### src/rtl/branch_predictor.sv
// rtl/branch_predictor.sv - direct-mapped direction counters + tagged BTB for fetch prediction.
// Optional return-address stack enabled by defining BP_RAS_EN.
module branch_predictor #(
   parameter int PC_W      = 9,
   parameter int IDX_W     = 6,
   parameter int CNT_W     = 2,
   parameter int RAS_DEPTH = 4
) (
   input  logic            clk,
   input  logic            reset_n,
   input  logic [PC_W-1:0] fetch_pc,
   output logic            pred_taken,
   output logic [PC_W-1:0] pred_target,
   output logic            pred_hit,
   output logic            ready,
   input  logic            upd_valid,
   input  logic [PC_W-1:0] upd_pc,
   input  logic            upd_is_jump,
   input  logic            upd_taken,
   input  logic [PC_W-1:0] upd_target,
   input  logic            upd_mispred,
   input  logic            upd_is_call,
   input  logic            upd_is_ret,
   output logic [31:0]     br_count,
   output logic [31:0]     miss_count
);
   localparam int ENTRIES = 1 << IDX_W;
   localparam int TAG_W   = PC_W - IDX_W - 2;
   localparam logic [CNT_W-1:0] CNT_INIT = CNT_W'((1 << (CNT_W - 1)) - 1);
   localparam logic [CNT_W-1:0] CNT_MAX  = '1;

   typedef enum logic {ST_INIT, ST_READY} state_t;

   state_t            state_q, state_d;
   logic [IDX_W-1:0]  init_idx_q, init_idx_d;
   logic [31:0]       br_count_q, br_count_d;
   logic [31:0]       miss_count_q, miss_count_d;

   logic              valid_q [ENTRIES];
   logic [TAG_W-1:0]  tag_q   [ENTRIES];
   logic [PC_W-1:0]   tgt_q   [ENTRIES];
   logic [CNT_W-1:0]  ctr_q   [ENTRIES];

   logic [IDX_W-1:0]  f_idx, u_idx, wr_idx;
   logic [TAG_W-1:0]  f_tag, u_tag;
   logic              upd_act, u_hit;
   logic              wr_en, wr_btb, wr_valid;
   logic [CNT_W-1:0]  wr_ctr, ctr_base, ctr_cur;
   logic              ras_use;
   logic [PC_W-1:0]   ras_tgt;
   logic              unused_bits;

   assign f_idx   = fetch_pc[IDX_W+1:2];
   assign f_tag   = fetch_pc[PC_W-1:IDX_W+2];
   assign u_idx   = upd_pc[IDX_W+1:2];
   assign u_tag   = upd_pc[PC_W-1:IDX_W+2];
   assign upd_act = (state_q == ST_READY) && upd_valid;
   assign u_hit   = valid_q[u_idx] && (tag_q[u_idx] == u_tag);
   assign ctr_cur = ctr_q[u_idx];
   // An aliasing write starts training from the weakly-not-taken value.
   assign ctr_base = u_hit ? ctr_cur : CNT_INIT;

   assign ready      = (state_q == ST_READY);
   assign br_count   = br_count_q;
   assign miss_count = miss_count_q;

   always_comb begin
      pred_hit    = 1'b0;
      pred_taken  = 1'b0;
      pred_target = '0;
      if (state_q == ST_READY && valid_q[f_idx] && tag_q[f_idx] == f_tag) begin
         pred_hit    = 1'b1;
         pred_taken  = ctr_q[f_idx][CNT_W-1];
         pred_target = ras_use ? ras_tgt : tgt_q[f_idx];
      end
   end

   always_comb begin
      state_d      = state_q;
      init_idx_d   = init_idx_q;
      br_count_d   = br_count_q;
      miss_count_d = miss_count_q;
      wr_en        = 1'b0;
      wr_btb       = 1'b0;
      wr_idx       = u_idx;
      wr_valid     = 1'b1;
      wr_ctr       = ctr_cur;
      if (state_q == ST_INIT) begin
         wr_en      = 1'b1;
         wr_btb     = 1'b1;
         wr_idx     = init_idx_q;
         wr_valid   = 1'b0;
         wr_ctr     = CNT_INIT;
         init_idx_d = init_idx_q + IDX_W'(1);
         if (init_idx_q == '1) state_d = ST_READY;
      end else if (upd_act) begin
         wr_en      = 1'b1;
         br_count_d = br_count_q + 32'd1;
         if (upd_mispred) miss_count_d = miss_count_q + 32'd1;
         if (upd_is_jump) begin
            wr_btb = 1'b1;
            wr_ctr = CNT_MAX;
         end else if (upd_taken) begin
            wr_btb = 1'b1;
            wr_ctr = (ctr_base == CNT_MAX) ? CNT_MAX : ctr_base + CNT_W'(1);
         end else begin
            wr_ctr = (ctr_cur == '0) ? '0 : ctr_cur - CNT_W'(1);
         end
      end
   end

   always_ff @(posedge clk) begin
      if (!reset_n) begin
         state_q      <= ST_INIT;
         init_idx_q   <= '0;
         br_count_q   <= '0;
         miss_count_q <= '0;
      end else begin
         state_q      <= state_d;
         init_idx_q   <= init_idx_d;
         br_count_q   <= br_count_d;
         miss_count_q <= miss_count_d;
      end
   end

   always_ff @(posedge clk) begin
      if (reset_n && wr_en) begin
         ctr_q[wr_idx] <= wr_ctr;
         if (wr_btb) begin
            valid_q[wr_idx] <= wr_valid;
            tag_q[wr_idx]   <= u_tag;
            tgt_q[wr_idx]   <= upd_target;
         end
      end
   end

`ifdef BP_RAS_EN
   localparam int PTR_W  = (RAS_DEPTH > 1) ? $clog2(RAS_DEPTH) : 1;
   localparam int RCNT_W = $clog2(RAS_DEPTH + 1);

   logic              ret_q [ENTRIES];
   logic [PC_W-1:0]   ras_q [RAS_DEPTH];
   logic [PTR_W-1:0]  ras_top_q, ras_top_d, ras_wr_ptr;
   logic [RCNT_W-1:0] ras_cnt_q, ras_cnt_d;
   logic              ras_wr_en;

   function automatic logic [PTR_W-1:0] ptr_inc(input logic [PTR_W-1:0] p);
      return (p == PTR_W'(RAS_DEPTH - 1)) ? '0 : p + PTR_W'(1);
   endfunction

   function automatic logic [PTR_W-1:0] ptr_dec(input logic [PTR_W-1:0] p);
      return (p == '0) ? PTR_W'(RAS_DEPTH - 1) : p - PTR_W'(1);
   endfunction

   assign ras_use = ret_q[f_idx] && (ras_cnt_q != '0);
   assign ras_tgt = ras_q[ras_top_q];

   always_comb begin
      ras_top_d  = ras_top_q;
      ras_cnt_d  = ras_cnt_q;
      ras_wr_en  = 1'b0;
      ras_wr_ptr = ras_top_q;
      if (upd_act) begin
         if (upd_is_call && upd_is_ret && ras_cnt_q != '0) begin
            ras_wr_en = 1'b1;
         end else if (upd_is_call) begin
            // Full stack: pointer wraps onto the oldest entry and overwrites it.
            ras_top_d  = ptr_inc(ras_top_q);
            ras_wr_ptr = ptr_inc(ras_top_q);
            ras_wr_en  = 1'b1;
            if (ras_cnt_q != RCNT_W'(RAS_DEPTH)) ras_cnt_d = ras_cnt_q + RCNT_W'(1);
         end else if (upd_is_ret && ras_cnt_q != '0) begin
            ras_top_d = ptr_dec(ras_top_q);
            ras_cnt_d = ras_cnt_q - RCNT_W'(1);
         end
      end
   end

   always_ff @(posedge clk) begin
      if (!reset_n) begin
         ras_top_q <= '0;
         ras_cnt_q <= '0;
         for (int i = 0; i < RAS_DEPTH; i++) ras_q[i] <= '0;
      end else begin
         ras_top_q <= ras_top_d;
         ras_cnt_q <= ras_cnt_d;
         if (ras_wr_en) ras_q[ras_wr_ptr] <= upd_pc + PC_W'(4);
      end
   end

   always_ff @(posedge clk) begin
      if (reset_n && wr_en && wr_btb) ret_q[wr_idx] <= upd_act && upd_is_ret;
   end
`else
   assign ras_use = 1'b0;
   assign ras_tgt = '0;
`endif

   assign unused_bits = ^{fetch_pc[1:0], upd_pc[1:0], upd_is_call, upd_is_ret};

endmodule

### config.mk
export PLATFORM = sky130hd
export DESIGN_NAME = branch_predictor
export DESIGN_NICKNAME = d
export VERILOG_FILES = /design/src/rtl/branch_predictor.sv
export SDC_FILE = /design/constraint.sdc
export NUM_CORES = 1
export LEC_CHECK = 0
export CELL_PAD_IN_SITES_DETAIL_PLACEMENT = 0
export CELL_PAD_IN_SITES_GLOBAL_PLACEMENT = 1
export CORE_ASPECT_RATIO = 1.5
export CORE_MARGIN = 2
export CORE_UTILIZATION = 49
export CTS_CLUSTER_SIZE = 25
export DETAILED_ROUTE_END_ITERATION = 6
export PLACE_DENSITY = 0.73
export REMOVE_ABC_BUFFERS = 1
export SLEW_MARGIN = 20
export SYNTH_ARGS = -nofsm -noshare
export SYNTH_HDL_FRONTEND = slang
export SYNTH_SLANG_ARGS = --single-unit
export TNS_END_PERCENT = 10
### constraint.sdc
create_clock -name clk -period 6 [get_ports clk]
set_input_delay 1.2 -clock clk [delete_from_list [all_inputs] [get_ports clk]]
set_output_delay 1.2 -clock clk [all_outputs]
set_load 0.01 [all_outputs]
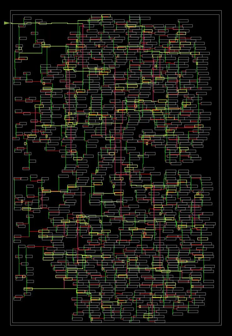
*The clock network*
total CTS buffers: 83
total clock network power: 0.00539 W
Sinks on Clock Net: 903
number of clock-tree buffers in the layout: 101

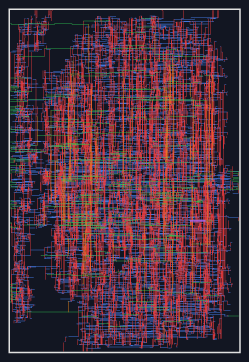
*Metal layers overlaid*
Scale: 1 px per um.
| color | layer | wire length |
|---|---|---|
| green | metal 3 | 4,940 um |
| purple | metal 5 | 13.8 um |
| blue | metal 1 | 32.7 mm |
| red | metal 2 | 47.5 mm |
| orange | metal 4 | 3,030 um |
via count: 18,900
post-detailed-route wirelength per cell: 28.0 um

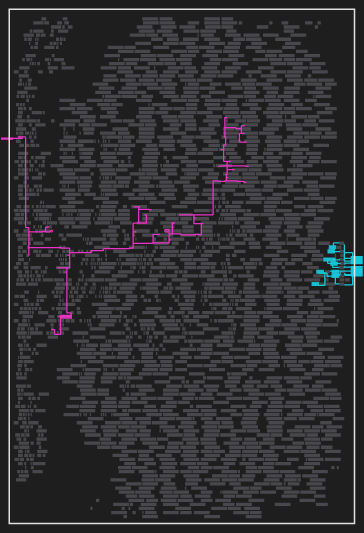
*Port wiring*
Scale: 1.5 px per um.
| color | port | direction | end cells | buffers | wire |
|---|---|---|---|---|---|
| cyan | pred_target | output | 9 | 9 | 174 um |
| magenta | ready | output | 1 | 1 | 626 um |

[placed cells by master, fill, tap and decap left out, types with 15 or more instances in the layout]
master	n
sky130_fd_sc_hd__dfxtp_1	70
sky130_fd_sc_hd__a22oi_1	17
sky130_fd_sc_hd__nand2_1	55
sky130_fd_sc_hd__edfxtp_1	832
sky130_fd_sc_hd__clkinv_1	19
sky130_fd_sc_hd__xnor2_1	42
sky130_fd_sc_hd__nand3_1	37
sky130_fd_sc_hd__o21ai_0	23
sky130_fd_sc_hd__clkbuf_16	87
sky130_fd_sc_hd__a21boi_0	16
sky130_fd_sc_hd__clkdlybuf4s50_1	87
sky130_fd_sc_hd__buf_4	107
sky130_fd_sc_hd__nor2_1	144
sky130_fd_sc_hd__mux2i_1	26
sky130_fd_sc_hd__nor2b_1	17
sky130_fd_sc_hd__mux4_2	308
sky130_fd_sc_hd__clkinv_2	15
sky130_fd_sc_hd__or3_1	19
sky130_fd_sc_hd__and2_1	53
[logic make-up after synthesis]
kind of cell	Yosys count	synth area share
adder cells (fa/ha/maj)	3	0.00101
flip-flops	903	0.708
AND-OR/OR-AND	93	0.0174
multiplexers	335	0.193
AND/OR/NAND/NOR	389	0.0521
buffers and inverters	115	0.0153
XOR/XNOR	53	0.0125
[where the power goes]
group | switching [W] | internal (W) | total [W]
registers | 0.00000691 | 0.00686 | 0.00687
clock network | 0.00225 | 0.00314 | 0.00539
logic | 0.000401 | 0.000299 | 0.000699
[flip-flops by register name, summed over array words and instances, names as in the netlist]
signal	count
br_count	32
ctr_q	128
init_idx_q	6
miss_count	32
ready	1
tag_q	64
tgt_q	576
valid_q	64
==> changes_impl.md <==
### Changed

- Status: completed
- Type of the most critical hold path: register to register
- Final number of setup-violating endpoints: 0
- Inserted Diodes: 1
- Ys cells: around 1,900
- Data required time at the worst endpoint: about 4.8 ns
- Initial detailed-routing violation count: 1,709
- Commonest register cell after synthesis: sky130_fd_sc_hd__edfxtp_1
- Synth top cell by count: sky130_fd_sc_hd__edfxtp_1
- Worst hold margin: approximately 0.51 ns
- Async S/R FF share, synth: 0
- Remaining max-slew budget at the tightest pin: 0.305
- Half-perimeter wire length after detailed placement: slightly below 60,000 um
- Final GP Congestion: between 0.8 and 0.9
- FMAX: around 0.18 GHz
- First-pass DRT Iterations: 7
- Worst voltage drop across the vdd grid: around 0.20 mV
- Sequential cell area: around 26,000 sq um
- Total placed instance area: about 40,000 sq um
- Synthesized netlist cell count: 1,891
- Static Leakage: ~14 nW
- Final Hold Fails: 0
- Hold path depth: 2
- Top cell type by total area after synthesis: sky130_fd_sc_hd__edfxtp_1
- Max H-tree Level: 3
- Area used by multi-input combinational logic: 10,300 sq um
- Final setup slack of the worst path: roughly 0.38 ns
- Worst slack at placement: about 0.38 ns
- Count of fill cells added during filler insertion: slightly below 6,000
- Buf+Inv Stages, Crit Path: 4
- Number of library cell types mapped by synthesis: 52
- Area-dominant class: sequential cells
- Actual slew at the worst max-slew pin: just over 1 ns
- Number of OpenROAD warnings: 31
- Detailed-routed wire length on met2: around 48,000 um
- Most prevalent standard cell on the critical path: sky130_fd_sc_hd__mux4_2
- Setup Crit Path Kind: input port to output port
- Chip Area: about 80,000 sq um
- Total of max-cap violations: 0
- Number of cells on the critical path: 9
- Cell family with the largest share of critical-path delay: multiplexers
- Core footprint: 75,100 sq um
- Met3 Routed Length: just under 5000 um
- Number of logic inverters in the finished layout: 12
- Signal buffers: roughly 220
- Crit. Startpoint: fetch_pc[2]
- Top-level I/O count: 111
- Total cell area reported by yosys after synthesis: between 30,000 and 40,000 sq um
- Layout overhead on the synthesized area: 14.8%
- Count of nets left with antenna violations after detail routing: 0
- Ranking of synthesized cells by area: sky130_fd_sc_hd__edfxtp_1 (67%), sky130_fd_sc_hd__mux4_2 (19%), sky130_fd_sc_hd__dfxtp_1 (3.8%)
- Flip-flops with a built-in enable: roughly 830
- Total global-route track usage: 0.230
- Fraction of final layout cells with drive strength greater than 1: 0.268
- Deepest clock path buffer count: 3
- Design Area, Final: approximately 43,000 sq um
- Total Negative Setup Slacks: 0 ns
- Tapcell count: roughly 1,000
- End point of the critical path: pred_taken
- Skew final: between 0.02 and 0.025 ns
- Endpoint of the most critical register-to-register path: tgt_q[3][0]
- Arrival time of data at the critical path endpoint: roughly 4.4 ns
- Crit path max-delay cell type: sky130_fd_sc_hd__mux4_2
- Power per Cell Area: between 300 and 400 nW/um^2
- Hold endpoint: miss_count[20]
- Final critical path time including I/O delays and setup: ~5.6 ns
- Most frequent cells after synthesis: sky130_fd_sc_hd__edfxtp_1 (832), sky130_fd_sc_hd__mux4_2 (308), sky130_fd_sc_hd__nor2_1 (151), sky130_fd_sc_hd__dfxtp_1 (71), sky130_fd_sc_hd__nand2_1 (55)
- Register area share after synthesis: 0.708
- Vias in the first global route: approximately 20,000
- Non-filler cells, final: around 3,200
- Share of final layout cell area taken by clock buffers and inverters: 0.0646
- Number of buffers inserted for hold repair after clock tree synthesis: 0
- Post-CTS Setup Repair Bufs: 0
- Post-CTS clock slew at the launch and capture registers of the worst setup and hold paths: approximately 0.06 ns
- Effective utilization at floorplan: 0.496
- Post-route DRC violation count: 0
- Count of state elements after synthesis: approximately 900
- Synthesized area per cell: 19.7 sq um
- Multi-input comb cells: approximately 870
- Worst-case reg-to-reg path depth: 6
- Critical path, cell by cell: buf_8 -> buf_12 -> mux4_2 -> mux4_2 -> mux4_2 -> nand3_1 -> buf_12 -> nor2b_1 -> clkdlybuf4s50_1
- Largest incremental delay on the critical path: 0.56 ns
- Vias per cell: 5.99
- Top cell type's share of synthesized area: 0.670
- Total count of max-transition violations in the final report: 0
- Buffering overhead: 0.0467
- Floorplan die width: 229 um
- Ys Warns: 0
- Final Total Pwr: 0.0130 W
- Vert. Die Dim: around 340 um
- CTS tree: built
- Slack of the worst reg-to-reg path: 1.93 ns
- Capturing element type of the critical path: output port
- Critical hold path startpoint: miss_count[20]
- Reg2Reg Launch Point: ready
- Detailed Route WL: slightly below 90,000 um
- Flop count: 903
- Most used routing layer in global routing: met2
- Met2 track demand over resource: 0.414
- Congestion Overflow GR: 0
- Post-layout nets: 2,126
- I/O Buffers: 104
- Post-cts repair resize count: 0
- Clk ins delay skew pair: roughly 0.64 ns
- Tcrit/Tclk final: 0.936
- Met1 usage: 0.276
- Setup repair after global routing missed its margin: false
- Top Metal Used: met5
- Clock Root Buffer: sky130_fd_sc_hd__clkbuf_16
- Wire length of the first global-routing pass: between 100,000 and 150,000 um
- Number of rows created at floorplan: 123
- Placed Cells: approximately 3,000
- Detailed-routing wirelength on met1: between 30,000 and 40,000 um
- Global Route met3 Usage: 0.0378
- Post-Syn Area: 37,300 sq um
- Share of the final layout cell area in multi-input gates: 0.241
- Seq area share: 0.617
- Antenna violations before repair: 1
- Top fanout value on the critical path: 36
- Worst setup SP type: input port
- Final core utilization: 0.570
- Largest net degree at the start of global routing: 72
No activity file was given, so power comes from the tool's default toggle rates.
